### src/rtl/program_loader.sv
// Program loader: receives a byte stream (length header + little-endian
// instruction words) and writes the words into program memory while the
// core is held in reset through Busy_o.
//
// state | meaning
// ------+----------------------------------------------------------
// IDLE  | waiting for Start_i; stream bytes are not accepted
// LEN   | waiting for the length header byte N (words to load)
// DATA  | packing stream bytes into the current instruction word
// WRITE | one-cycle program-memory write of the assembled word
// DONE  | one-cycle completion pulse, then back to IDLE
// ERR   | illegal length header seen; Error_o held until next Start_i
module program_loader #(
  parameter int MEMORY_DEPTH = 64,
  parameter int DATA_WIDTH   = 32
) (
  input  logic                            clk,
  input  logic                            reset,
  input  logic                            Start_i,
  input  logic [7:0]                      Byte_i,
  input  logic                            Byte_Valid_i,
  output logic                            Byte_Ready_o,
  output logic                            Mem_Write_o,
  output logic [$clog2(MEMORY_DEPTH)-1:0] Mem_Address_o,
  output logic [DATA_WIDTH-1:0]           Mem_Data_o,
  output logic                            Busy_o,
  output logic                            Done_o,
  output logic                            Error_o,
  output logic [8:0]                      Words_Loaded_o
);

  localparam int ADDR_W = $clog2(MEMORY_DEPTH);
  localparam int LANES  = DATA_WIDTH / 8;
  localparam int LANE_W = (LANES > 1) ? $clog2(LANES) : 1;
  localparam logic [8:0]        DEPTH_9   = 9'(MEMORY_DEPTH);
  localparam logic [LANE_W-1:0] LAST_LANE = LANE_W'(LANES - 1);

  typedef enum logic [2:0] {
    IDLE  = 3'd0,
    LEN   = 3'd1,
    DATA  = 3'd2,
    WRITE = 3'd3,
    DONE  = 3'd4,
    ERR   = 3'd5
  } state_t;

  state_t                  r_state;
  state_t                  w_next_state;

  logic [7:0]              r_n;
  logic [8:0]              r_words;
  logic [ADDR_W-1:0]       r_addr;
  logic [LANE_W-1:0]       r_lane;
  logic [DATA_WIDTH-1:0]   r_word;
  logic [DATA_WIDTH-1:0]   r_mem_data;
  logic                    r_error;

  logic                    w_accept;
  logic                    w_len_ok;
  logic                    w_last_lane;
  logic                    w_load_done;
  logic [8:0]              w_words_inc;
  logic [DATA_WIDTH-1:0]   w_word_next;

  // A byte moves only when the stream offers it and the FSM is listening.
  assign w_accept    = Byte_Valid_i && ((r_state == LEN) || (r_state == DATA));
  assign w_len_ok    = (Byte_i != 8'd0) && ({1'b0, Byte_i} <= DEPTH_9);
  assign w_last_lane = (r_lane == LAST_LANE);
  assign w_words_inc = r_words + 9'd1;
  assign w_load_done = (w_words_inc == {1'b0, r_n});

  // Current word with the incoming byte dropped into its lane (little-endian).
  always_comb begin
    w_word_next = r_word;
    w_word_next[{r_lane, 3'b000} +: 8] = Byte_i;
  end

  // State register.
  always_ff @(posedge clk or posedge reset) begin
    if (reset) begin
      r_state <= IDLE;
    end else begin
      r_state <= w_next_state;
    end
  end

  // Next-state decode and state-derived strobes.
  always_comb begin
    w_next_state = r_state;
    Byte_Ready_o = 1'b0;
    Mem_Write_o  = 1'b0;
    Busy_o       = 1'b0;
    Done_o       = 1'b0;
    case (r_state)
      IDLE: begin
        if (Start_i) w_next_state = LEN;
      end
      LEN: begin
        Byte_Ready_o = 1'b1;
        Busy_o       = 1'b1;
        if (w_accept) w_next_state = w_len_ok ? DATA : ERR;
      end
      DATA: begin
        Byte_Ready_o = 1'b1;
        Busy_o       = 1'b1;
        if (w_accept && w_last_lane) w_next_state = WRITE;
      end
      WRITE: begin
        Mem_Write_o  = 1'b1;
        Busy_o       = 1'b1;
        w_next_state = w_load_done ? DONE : DATA;
      end
      DONE: begin
        Busy_o       = 1'b1;
        Done_o       = 1'b1;
        w_next_state = IDLE;
      end
      ERR: begin
        if (Start_i) w_next_state = LEN;
      end
      default: w_next_state = IDLE;
    endcase
  end

  // Datapath: length capture, word assembly, address and word counters.
  always_ff @(posedge clk or posedge reset) begin
    if (reset) begin
      r_n        <= '0;
      r_words    <= '0;
      r_addr     <= '0;
      r_lane     <= '0;
      r_word     <= '0;
      r_mem_data <= '0;
      r_error    <= 1'b0;
    end else begin
      case (r_state)
        IDLE, ERR: begin
          if (Start_i) begin
            r_error <= 1'b0;
            r_words <= '0;
            r_addr  <= '0;
            r_lane  <= '0;
            r_word  <= '0;
          end
        end
        LEN: begin
          if (w_accept) begin
            r_n <= Byte_i;
            if (!w_len_ok) r_error <= 1'b1;
          end
        end
        DATA: begin
          if (w_accept) begin
            r_word <= w_word_next;
            if (w_last_lane) begin
              r_mem_data <= w_word_next;
              r_lane     <= '0;
            end else begin
              r_lane <= r_lane + LANE_W'(1);
            end
          end
        end
        WRITE: begin
          r_words <= w_words_inc;
          // The final write leaves the address on the last word written so a
          // full-depth load never wraps back to 0.
          if (!w_load_done) r_addr <= r_addr + ADDR_W'(1);
        end
        default: ;
      endcase
    end
  end

  assign Mem_Address_o  = r_addr;
  assign Mem_Data_o     = r_mem_data;
  assign Error_o        = r_error;
  assign Words_Loaded_o = r_words;

endmodule

### config.mk
export PLATFORM = sky130hd
export DESIGN_NAME = program_loader
export DESIGN_NICKNAME = d
export VERILOG_FILES = /design/src/rtl/program_loader.sv
export SDC_FILE = /design/constraint.sdc
export NUM_CORES = 1
export LEC_CHECK = 0
export CAP_MARGIN = 20
export CORE_MARGIN = 8
export CORE_UTILIZATION = 51
export CTS_BUF_LIST = sky130_fd_sc_hd__clkbuf_8
export DETAILED_ROUTE_END_ITERATION = 16
export PLACE_DENSITY = 0.85
export SETUP_SLACK_MARGIN = 0.15
export SLEW_MARGIN = 20
export SYNTH_ARGS = -nofsm -noshare
export SYNTH_HDL_FRONTEND = slang
export SYNTH_SLANG_ARGS = --single-unit
### constraint.sdc
create_clock -name clk -period 2.6 [get_ports clk]
set_input_delay 0.26 -clock clk [delete_from_list [all_inputs] [get_ports clk]]
set_output_delay 0.26 -clock clk [all_outputs]
set_load 0.01 [all_outputs]
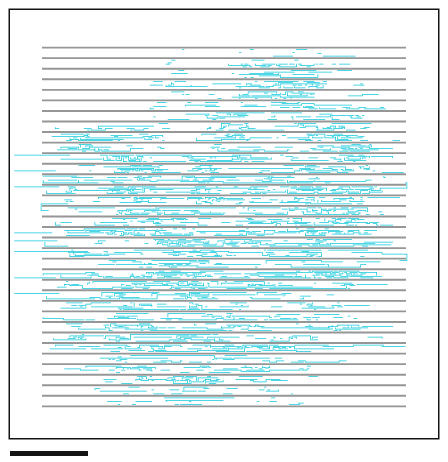
Fig. 1. Met1 routing.
The bar under the picture is 20 um long. Supply wires on this layer in grey.
nets with wire on the layer = 490
share of all routed wire = 44%
wire length on this layer = 5050 um

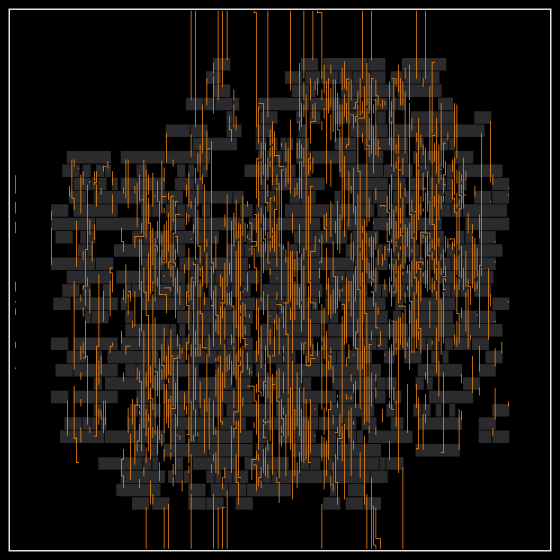
Fig. 2. Signal wires on met2.
longest straight run = 31.6 um
main direction = vertical
nets with wire on the layer = 473

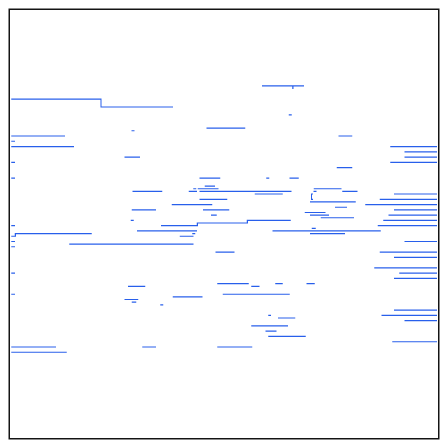
Fig. 3. M3 wires.
wire length on this layer = 745 um
main direction = horizontal
nets with wire on the layer = 75
longest straight run = 31.7 um

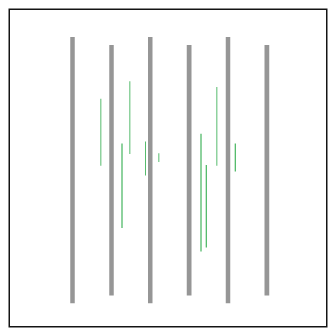
Fig. 4. Metal 4.
Supply wires on this layer in grey.
share of all routed wire = 1.7%
main direction = vertical
nets with wire on the layer = 5

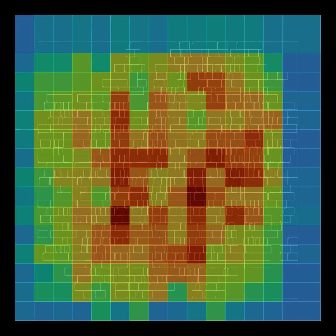
Fig. 5. Congestion heat map.
met2 usage in global routing: 30.0%
most used routing layer: met2
global router's overall resource usage: 19.4%
global routing usage on met1: 26.3%

==> reports/metrics.csv <==
stage,metric,value,unit
drt,firstDrtPassIters,5,
final_timing,worst_slack,0.253,ns
logic_synthesis,synthDominantAreaCellType,dfrtp_1,
drt,vias,3805,
floorplan,floorplan_utilization,52.3,%
logic_synthesis,ys.warnings.count,0,
floorplan,core-area,8680,um^2
floorplan,row_count,34,
drt,top_layer,met4,
pwr,clock_net_power,0.000944,W
status,outcome,finished clean,
floorplan,tap_cells,108,
drt,detailedRoute.firstIterationViolations,304,
clocking,clock_tree.root_cell,clkbuf_8,
critical_path,worst_setup_path_startpoint,Words_Loaded_o[1],
critical_path,delay_contributed_by_the_slowest_stage_of_the_critical_path,0.49,ns
final_timing,final_period_minus_worst_setup_slack,2.35,ns
finish,instances_no_fill,640,
clocking,tritoncts,built,
pwr,max-vdd-ir-drop,0.000455,V
logic_synthesis,simple_gate_area_share,18.2,%
global_route,grt_first_pass_wirelength,18800,um
drt,wl_per_cell,17.9,um
final_timing,timing_hold_violations_final,0,
finish,multiInputGateArea,2050,um^2
critical_path,cp.arrival,2.59,ns
finish,clock_buffers,10,
finish,register_area,2330,um^2
final_timing,worstMarginPinSlew,0.664,ns
finish,layout.cell_area.non_filler,5550,um^2
placement,detailed_place_hpwl,7920,um
critical_path,worst-r2r-setup-slack,0.25,ns
finish,largest_cell_class,flip-flops and latches,
clocking,ctsLongestPathBuffers,2,
global_route,grt_max_degree,36,
logic_synthesis,synth.logic.top_family,AND-OR/OR-AND gates,
job,warning_count,32,
drt,drc,0,
logic_synthesis,post_synthesis_sequential_area_ratio,51.3,%
logic_synthesis,synth.cellmix.xorXnorShare,1.74,%
finish,num-fill-cells,705,
final_timing,slew_headroom,55.6,%
logic_synthesis,synth_area_per_cell,9.68,um^2
logic_synthesis,ys_cells,469,
pwr,power.share.clock,22.1,%
pwr,power_report.internal_total,0.00266,W
critical_path,cp_cell_sequence,"ha_2, and3_4, nand3_2, or4b_1, nand3_1, and3_2, nor4b_1, or3b_1",
final_timing,crit_share_post_route,90.3,%
pwr,power_frac_seq,43.6,%
global_route,grt_use_met3,3.90,%
logic_synthesis,synth.yosys.chip_area,4540,um^2
logic_synthesis,synth_top_flop_cell,dfrtp_1,
pwr,power-top-group,registers,
drt,met3_wirelength_from_detailed_routing,745,um
final_timing,clock.fmax,426,MHz
final_timing,drv_slew,0,
clocking,hold_buffer_count_at_cts,0,
critical_path,regToRegEndpoint,Mem_Address_o[2],
clocking,h-tree-depth,3,
critical_path,cpMaxStageDelayCell,or4b_1,
finish,area_growth_syn_to_layout,22.2,%
drt,wirelength_met1,5050,um
drt,drt_wl_total,11400,um
pwr,powerComb,0.00147,W
critical_path,worst_setup_path_start_kind,flip-flop,
logic_synthesis,synth_async_sr_flop_share,100,%
logic_synthesis,mappedNetlistNets,489,
global_route,vias_in_the_first_global_route,3765,
critical_path,critical_path.endpoint_type,flip-flop,
pwr,seq_power,0.00186,W
finish,drive_gt1_share,10.7,%
finish,seqAreaFraction,42.0,%
clocking,cts_num_sinks,93,
logic_synthesis,muxShareOfSynthArea,2.48,%
logic_synthesis,synth_largest_type_area_fraction,51.3,%
critical_path,critPathCapture,Mem_Address_o[2],
critical_path,critical_path_peak_fanout,7,
finish,final_net_count,547,
finish,clock_tree_area_fraction,3.43,%
clocking,source_to_sink_clock_delay_at_the_later_pin_of_the_worst_skew_pair,0.37,ns
finish,ff_count,93,
pwr,net-switching-power,0.00161,W
clocking,cts_buffers,9,
job,cap_viol_max_count,0,
floorplan,floorplan.die_area,12200,um^2
drt,ant_nets,0,
final_timing,setup_repair_after_global_routing_missed_its_margin,true,
logic_synthesis,number_of_enable_type_register_cells_in_the_synthesized_netlist,0,
finish,inverters,9,
clocking,cts_post_setup_buffers_inserted,0,
pwr,power.leakage,2.42,nW
drt,drt-vias-per-instance,5.95,
placement,placed_area,5330,um^2
logic_synthesis,synth_cells,469,
final_timing,worst_hold_slack,0.325,ns
placement,place.gp.congestion,0.810,
critical_path,path_delay_family,simple AND/OR/NAND/NOR gates,
pwr,switching_share,37.6,%
logic_synthesis,yosys.area_share.aoi,20.2,%
pwr,power_per_cell_area,770,nW/um^2
pwr,post-layout-total-power,0.00427,W
global_route,gr-total-overflow,0,
finish,final-nonclk-buf-share,14.5,%
critical_path,reg2regPathDepth,8,
floorplan,dieHeight,110,um
logic_synthesis,yosys.cell_count.top_type,dfrtp_1,
clocking,clkTransAtPathRegs,0.10,ns
pwr,combPwrFrac,34.3,%
logic_synthesis,ys_types,47,
critical_path,reg2reg_from,Words_Loaded_o[1],
critical_path,crit_cells,8,
final_timing,final.setup_skew,0.0100,ns
logic_synthesis,area_fraction_in_full_adders_half_adders_and_majority_gates,2.21,%
placement,port_buffers,63,
finish,multi_input_comb_cells,331,
logic_synthesis,syn-cell-area,4540,um^2
placement,preCtsSetupSlack,0.181,ns
finish,post-route-util,63.9,%
No activity file was given, so power comes from the tool's default toggle rates.
